`src/rtl/wb_port_arbiter.sv`:
```
// Writeback port arbiter: grants up to WB_PORTS of NUM_REQ result producers per cycle using
// round-robin order, with aged requesters (wait == MAX_WAIT) promoted ahead of the rotation.
module wb_port_arbiter #(
  parameter int unsigned NUM_REQ              = 4,
  parameter int unsigned WB_PORTS             = 2,
  parameter int unsigned DATA_WIDTH           = 32,
  parameter int unsigned PHYS_REGS_ADDR_WIDTH = 6,
  parameter int unsigned ROB_ADDR_WIDTH       = 4,
  parameter int unsigned MAX_WAIT             = 7
) (
  input  logic                                     clk,
  input  logic                                     rst,
  input  logic                                     flush,
  input  logic [NUM_REQ-1:0]                       req_valid,
  output logic [NUM_REQ-1:0]                       req_ready,
  input  logic [NUM_REQ*PHYS_REGS_ADDR_WIDTH-1:0]  req_phys_rd,
  input  logic [NUM_REQ*DATA_WIDTH-1:0]            req_data,
  input  logic [NUM_REQ*ROB_ADDR_WIDTH-1:0]        req_rob_addr,
  output logic [WB_PORTS-1:0]                      wb_valid,
  output logic [WB_PORTS*PHYS_REGS_ADDR_WIDTH-1:0] wb_phys_rd,
  output logic [WB_PORTS*DATA_WIDTH-1:0]           wb_data,
  output logic [WB_PORTS*ROB_ADDR_WIDTH-1:0]       wb_rob_addr,
  output logic [$clog2(NUM_REQ)-1:0]               rr_ptr
);

  localparam int unsigned PtrW    = $clog2(NUM_REQ);
  localparam logic [7:0]  MaxWait = 8'(MAX_WAIT);

  logic [PtrW-1:0]           rr_q;
  logic [7:0]                wait_q [NUM_REQ];
  logic [WB_PORTS-1:0]       wb_valid_q;
  logic [WB_PORTS*PHYS_REGS_ADDR_WIDTH-1:0] wb_phys_q;
  logic [WB_PORTS*DATA_WIDTH-1:0]           wb_data_q;
  logic [WB_PORTS*ROB_ADDR_WIDTH-1:0]       wb_rob_q;

  logic [NUM_REQ-1:0]  grant;
  logic [WB_PORTS-1:0] port_vld;
  logic [PtrW-1:0]     port_sel [WB_PORTS];
  logic [PtrW-1:0]     last_idx;
  logic [PtrW-1:0]     idx;
  int                  n_grant;

  // Pass 0 takes aged requesters, pass 1 the rest; both scan from rr_q.
  always_comb begin
    grant    = '0;
    port_vld = '0;
    last_idx = rr_q;
    idx      = '0;
    n_grant  = 0;
    for (int p = 0; p < int'(WB_PORTS); p++) port_sel[p] = '0;
    for (int pass = 0; pass < 2; pass++) begin
      for (int k = 0; k < int'(NUM_REQ); k++) begin
        idx = PtrW'((int'(rr_q) + k) % int'(NUM_REQ));
        if (req_valid[idx] && !grant[idx] && ((wait_q[idx] == MaxWait) == (pass == 0)) &&
            n_grant < int'(WB_PORTS)) begin
          grant[idx] = 1'b1;
          for (int p = 0; p < int'(WB_PORTS); p++) begin
            if (n_grant == p) begin
              port_sel[p] = idx;
              port_vld[p] = 1'b1;
            end
          end
          last_idx = idx;
          n_grant  = n_grant + 1;
        end
      end
    end
  end

  assign req_ready   = grant & {NUM_REQ{rst & ~flush}};
  assign wb_valid    = wb_valid_q;
  assign wb_phys_rd  = wb_phys_q;
  assign wb_data     = wb_data_q;
  assign wb_rob_addr = wb_rob_q;
  assign rr_ptr      = rr_q;

  always_ff @(posedge clk or negedge rst) begin
    if (!rst) begin
      rr_q       <= '0;
      wb_valid_q <= '0;
      wb_phys_q  <= '0;
      wb_data_q  <= '0;
      wb_rob_q   <= '0;
      for (int i = 0; i < int'(NUM_REQ); i++) wait_q[i] <= '0;
    end else if (flush) begin
      wb_valid_q <= '0;
      wb_phys_q  <= '0;
      wb_data_q  <= '0;
      wb_rob_q   <= '0;
      for (int i = 0; i < int'(NUM_REQ); i++) wait_q[i] <= '0;
    end else begin
      wb_valid_q <= port_vld;
      for (int p = 0; p < int'(WB_PORTS); p++) begin
        if (port_vld[p]) begin
          wb_phys_q[p*PHYS_REGS_ADDR_WIDTH +: PHYS_REGS_ADDR_WIDTH] <=
            req_phys_rd[int'(port_sel[p])*PHYS_REGS_ADDR_WIDTH +: PHYS_REGS_ADDR_WIDTH];
          wb_data_q[p*DATA_WIDTH +: DATA_WIDTH] <=
            req_data[int'(port_sel[p])*DATA_WIDTH +: DATA_WIDTH];
          wb_rob_q[p*ROB_ADDR_WIDTH +: ROB_ADDR_WIDTH] <=
            req_rob_addr[int'(port_sel[p])*ROB_ADDR_WIDTH +: ROB_ADDR_WIDTH];
        end else begin
          wb_phys_q[p*PHYS_REGS_ADDR_WIDTH +: PHYS_REGS_ADDR_WIDTH] <= '0;
          wb_data_q[p*DATA_WIDTH +: DATA_WIDTH]                     <= '0;
          wb_rob_q[p*ROB_ADDR_WIDTH +: ROB_ADDR_WIDTH]              <= '0;
        end
      end
      for (int i = 0; i < int'(NUM_REQ); i++) begin
        if (req_valid[i] && !grant[i]) begin
          if (wait_q[i] != MaxWait) wait_q[i] <= wait_q[i] + 8'd1;
        end else begin
          wait_q[i] <= '0;
        end
      end
      if (|grant) begin
        rr_q <= (last_idx == PtrW'(NUM_REQ - 1)) ? '0 : last_idx + 1'b1;
      end
    end
  end

endmodule

```
`config.mk`:
```
export PLATFORM = sky130hd
export DESIGN_NAME = wb_port_arbiter
export DESIGN_NICKNAME = d
export VERILOG_FILES = /design/src/rtl/wb_port_arbiter.sv
export SDC_FILE = /design/constraint.sdc
export NUM_CORES = 1
export LEC_CHECK = 0
export CORE_UTILIZATION = 46
export CTS_CLUSTER_SIZE = 14
export DETAILED_ROUTE_END_ITERATION = 6
export PLACE_DENSITY_LB_ADDON = 0.1
export SLEW_MARGIN = 20
export SYNTH_ARGS = -nofsm -noshare
export SYNTH_HDL_FRONTEND = slang
export SYNTH_SLANG_ARGS = --single-unit
```
`constraint.sdc`:
```
create_clock -name clk -period 24.4 [get_ports clk]
set_clock_uncertainty 0.1 [all_clocks]
set_input_delay 2.44 -clock clk [delete_from_list [all_inputs] [get_ports clk]]
set_output_delay 2.44 -clock clk [all_outputs]
set_load 0.05 [all_outputs]
```
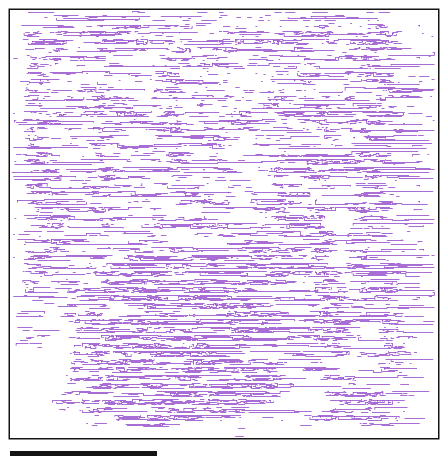
Figure 1: run 1, M1 wires.
Scale bar: 50 um.
nets with wire on the layer: 1302
wire length on this layer: 13600 um

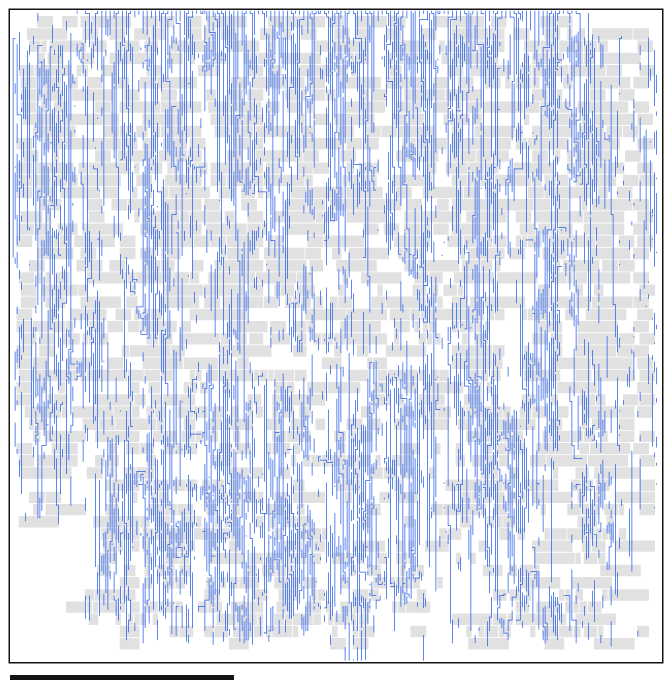
Figure 2: run 1, M2 wires.
Scale bar: 50 um.
share of all routed wire: 46%
nets with wire on the layer: 1233
main direction: vertical
wire length on this layer: 15500 um
longest straight run: 55.8 um

==> impl_table.tex, run 1 <==
% Yosys + OpenROAD metrics
\begin{tabular}{lr}
\hline
Metric & Value \\
\hline
\multicolumn{2}{l}{\textbf{Drt}} \\
Wl on met1 & roughly 14000 um \\
Remaining routing DRC violations & 0 \\
\multicolumn{2}{l}{\textbf{Timing}} \\
Share of the cycle needed by the critical path after routing & 0.566 \\
Final tally of setup violations & 0 \\
Highest clock rate & a little over 0.07 GHz \\
Setup Total Neg Slack & 0 ps \\
\multicolumn{2}{l}{\textbf{GRT}} \\
Maximum number of pins on one net before global-route repair & between 80 and 90 \\
Met2 GRT Util & 0.499 \\
Routing usage on met3 & 0.0752 \\
Vias in the first global route & roughly 9300 \\
\multicolumn{2}{l}{\textbf{Floorplan}} \\
Chip area & 21200 um2 \\
Number of primary I/O pins & 267 \\
\multicolumn{2}{l}{\textbf{Finish}} \\
Final Instance Count excl. Fillers & 1552 \\
Share of final layout cell area taken by clock buffers and inverters & 0.0437 \\
Area added between synthesis and finish & 35.2\% \\
Number of antenna diodes & 0 \\
\multicolumn{2}{l}{\textbf{Clock network}} \\
Buffer cell driving the clock tree root & sky130\_fd\_sc\_hd\_\_clkbuf\_16 \\
\multicolumn{2}{l}{\textbf{Synthesis}} \\
AND-OR/OR-AND Cells, Area Fraction & 0.214 \\
\multicolumn{2}{l}{\textbf{Placement}} \\
Hpwl dp & between 20000 and 25000 um \\
\multicolumn{2}{l}{\textbf{Outcome}} \\
Status & finished clean \\
\multicolumn{2}{l}{\textbf{Worst setup path}} \\
Crit. path cell count & 25 \\
\hline
\end{tabular}
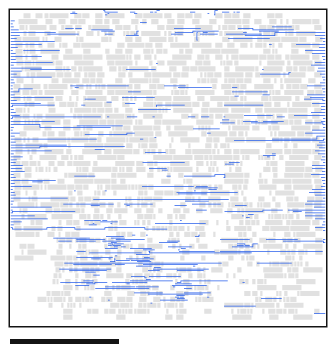
Figure 3: run 1, metal 3.
Scale bar: 50 um.
share of all routed wire: 9.1%
main direction: horizontal
nets with wire on the layer: 272
wire length on this layer: 3040 um

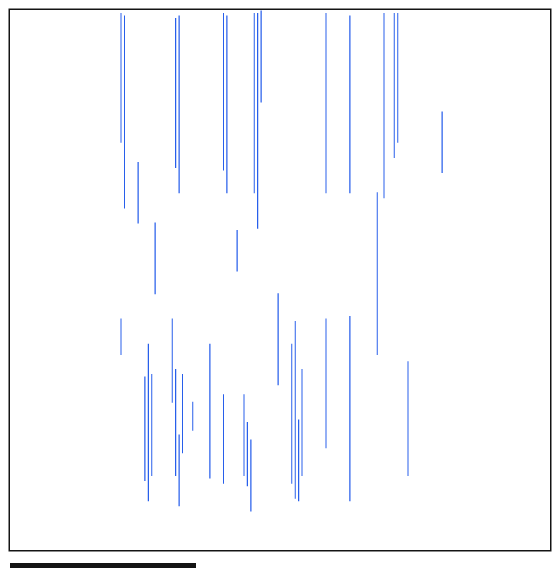
Figure 4: run 1, met4 routing.
Scale bar: 50 um.
nets with wire on the layer: 37
longest straight run: 57.8 um
main direction: vertical

--- run 2 (diff from run 1) ---
--- a/config.mk
+++ b/config.mk
@@ -5,7 +5,7 @@
 export SDC_FILE = /design/constraint.sdc
 export NUM_CORES = 1
 export LEC_CHECK = 0
-export CORE_UTILIZATION = 46
+export CORE_UTILIZATION = 45
 export CTS_CLUSTER_SIZE = 14
 export DETAILED_ROUTE_END_ITERATION = 6
 export PLACE_DENSITY_LB_ADDON = 0.1
==> constraint.sdc (replaced) <==
create_clock -name clk -period 11.7 [get_ports clk]
set_clock_uncertainty 0.1 [all_clocks]
set_input_delay 1.17 -clock clk [delete_from_list [all_inputs] [get_ports clk]]
set_output_delay 1.17 -clock clk [all_outputs]
set_load 0.05 [all_outputs]
==> impl_table.tex, run 2 <==
% Yosys + OpenROAD metrics
\begin{tabular}{lr}
\hline
Metric & Value \\
\hline
\multicolumn{2}{l}{\textbf{Outcome}} \\
Status & finished clean \\
\multicolumn{2}{l}{\textbf{Floorplan}} \\
Die X-Extent & 147 um \\
Number of primary I/O pins & 267 \\
Chip area & 21600 um2 \\
\multicolumn{2}{l}{\textbf{GRT}} \\
Maximum number of pins on one net before global-route repair & between 70 and 80 \\
Routing usage on met3 & 0.0742 \\
Vias in the first global route & 9316 \\
\multicolumn{2}{l}{\textbf{Synthesis}} \\
Post-synthesis chip area from yosys & about 9500 um2 \\
Basic-gate share of the synthesized area counting and, or, nand and nor cells & 0.226 \\
Number of synthesized flops with an enable pin & 0 \\
AND-OR/OR-AND Cells, Area Fraction & 0.214 \\
Synthesized-area fraction occupied by adder cells & 0.0338 \\
Proportion of synthesized area in mux cells & 0.129 \\
Synth top area share & 0.317 \\
Synth Register Bits & $\sim$120 \\
\multicolumn{2}{l}{\textbf{Timing}} \\
Final tally of setup violations & 0 \\
Share of the cycle needed by the critical path after routing & 0.929 \\
Time the final worst path needs with I/O delays and setup & between 10000 and 15000 ps \\
Setup Total Neg Slack & 0 ps \\
Highest clock rate & 0.0920 GHz \\
\multicolumn{2}{l}{\textbf{Finish}} \\
Share of final layout cell area taken by clock buffers and inverters & 0.0425 \\
Area added between synthesis and finish & 36.9\% \\
Final Instance Count excl. Fillers & 1563 \\
Final-layout fill cell count & 1745 \\
Final non-clock buffer share & 0.227 \\
Number of antenna diodes & 0 \\
\multicolumn{2}{l}{\textbf{Clock network}} \\
Buffer cell driving the clock tree root & sky130\_fd\_sc\_hd\_\_clkbuf\_16 \\
Clock latency reported for the late side of the worst-skew pair & 410 ps \\
Post-CTS resize count & 0 \\
\multicolumn{2}{l}{\textbf{Worst setup path}} \\
Crit. path cell count & 30 \\
Crit Path Max Fanout & 16 \\
CP Capture Type & output port \\
\multicolumn{2}{l}{\textbf{Drt}} \\
Wl on met1 & 14200 um \\
Number of nets with antenna violations after detailed routing & 0 \\
Remaining routing DRC violations & 0 \\
Detailed route wirelength on metal3 & 3190 um \\
\multicolumn{2}{l}{\textbf{Hold path}} \\
Startpoint of the lowest-slack hold path & wait\_q[7]\$\_DFFE\_PN0P\_ \\
\multicolumn{2}{l}{\textbf{Placement}} \\
Hpwl dp & 24100 um \\
\hline
\end{tabular}
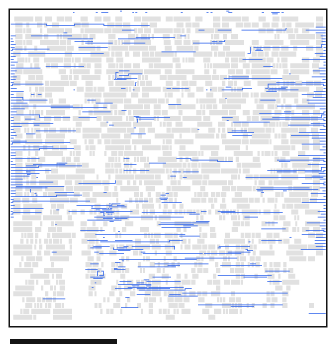
Figure 5: run 2, metal 3.
Scale bar: 50 um.
main direction: horizontal
share of all routed wire: 9.2%

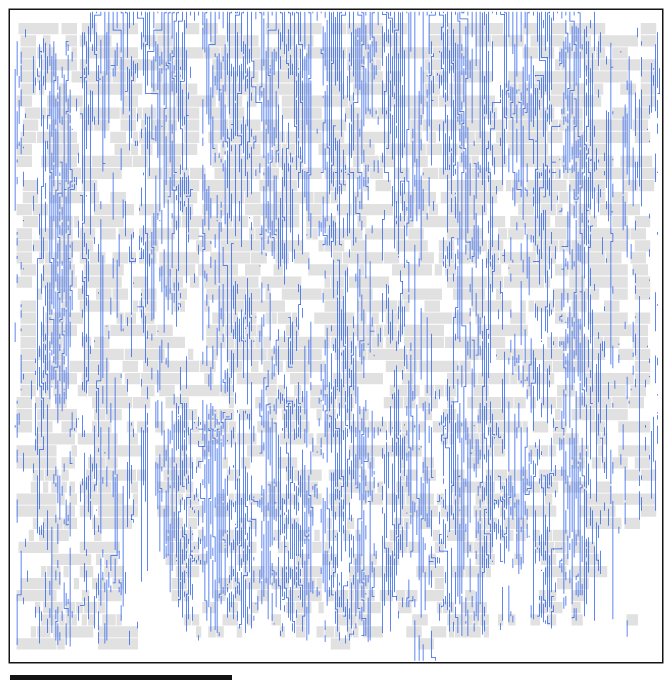
Figure 6: run 2, M2 wires.
Scale bar: 50 um.
wire length after detailed routing: 34500 um
met2 GRT Util: 0.509
Via Count: 9863

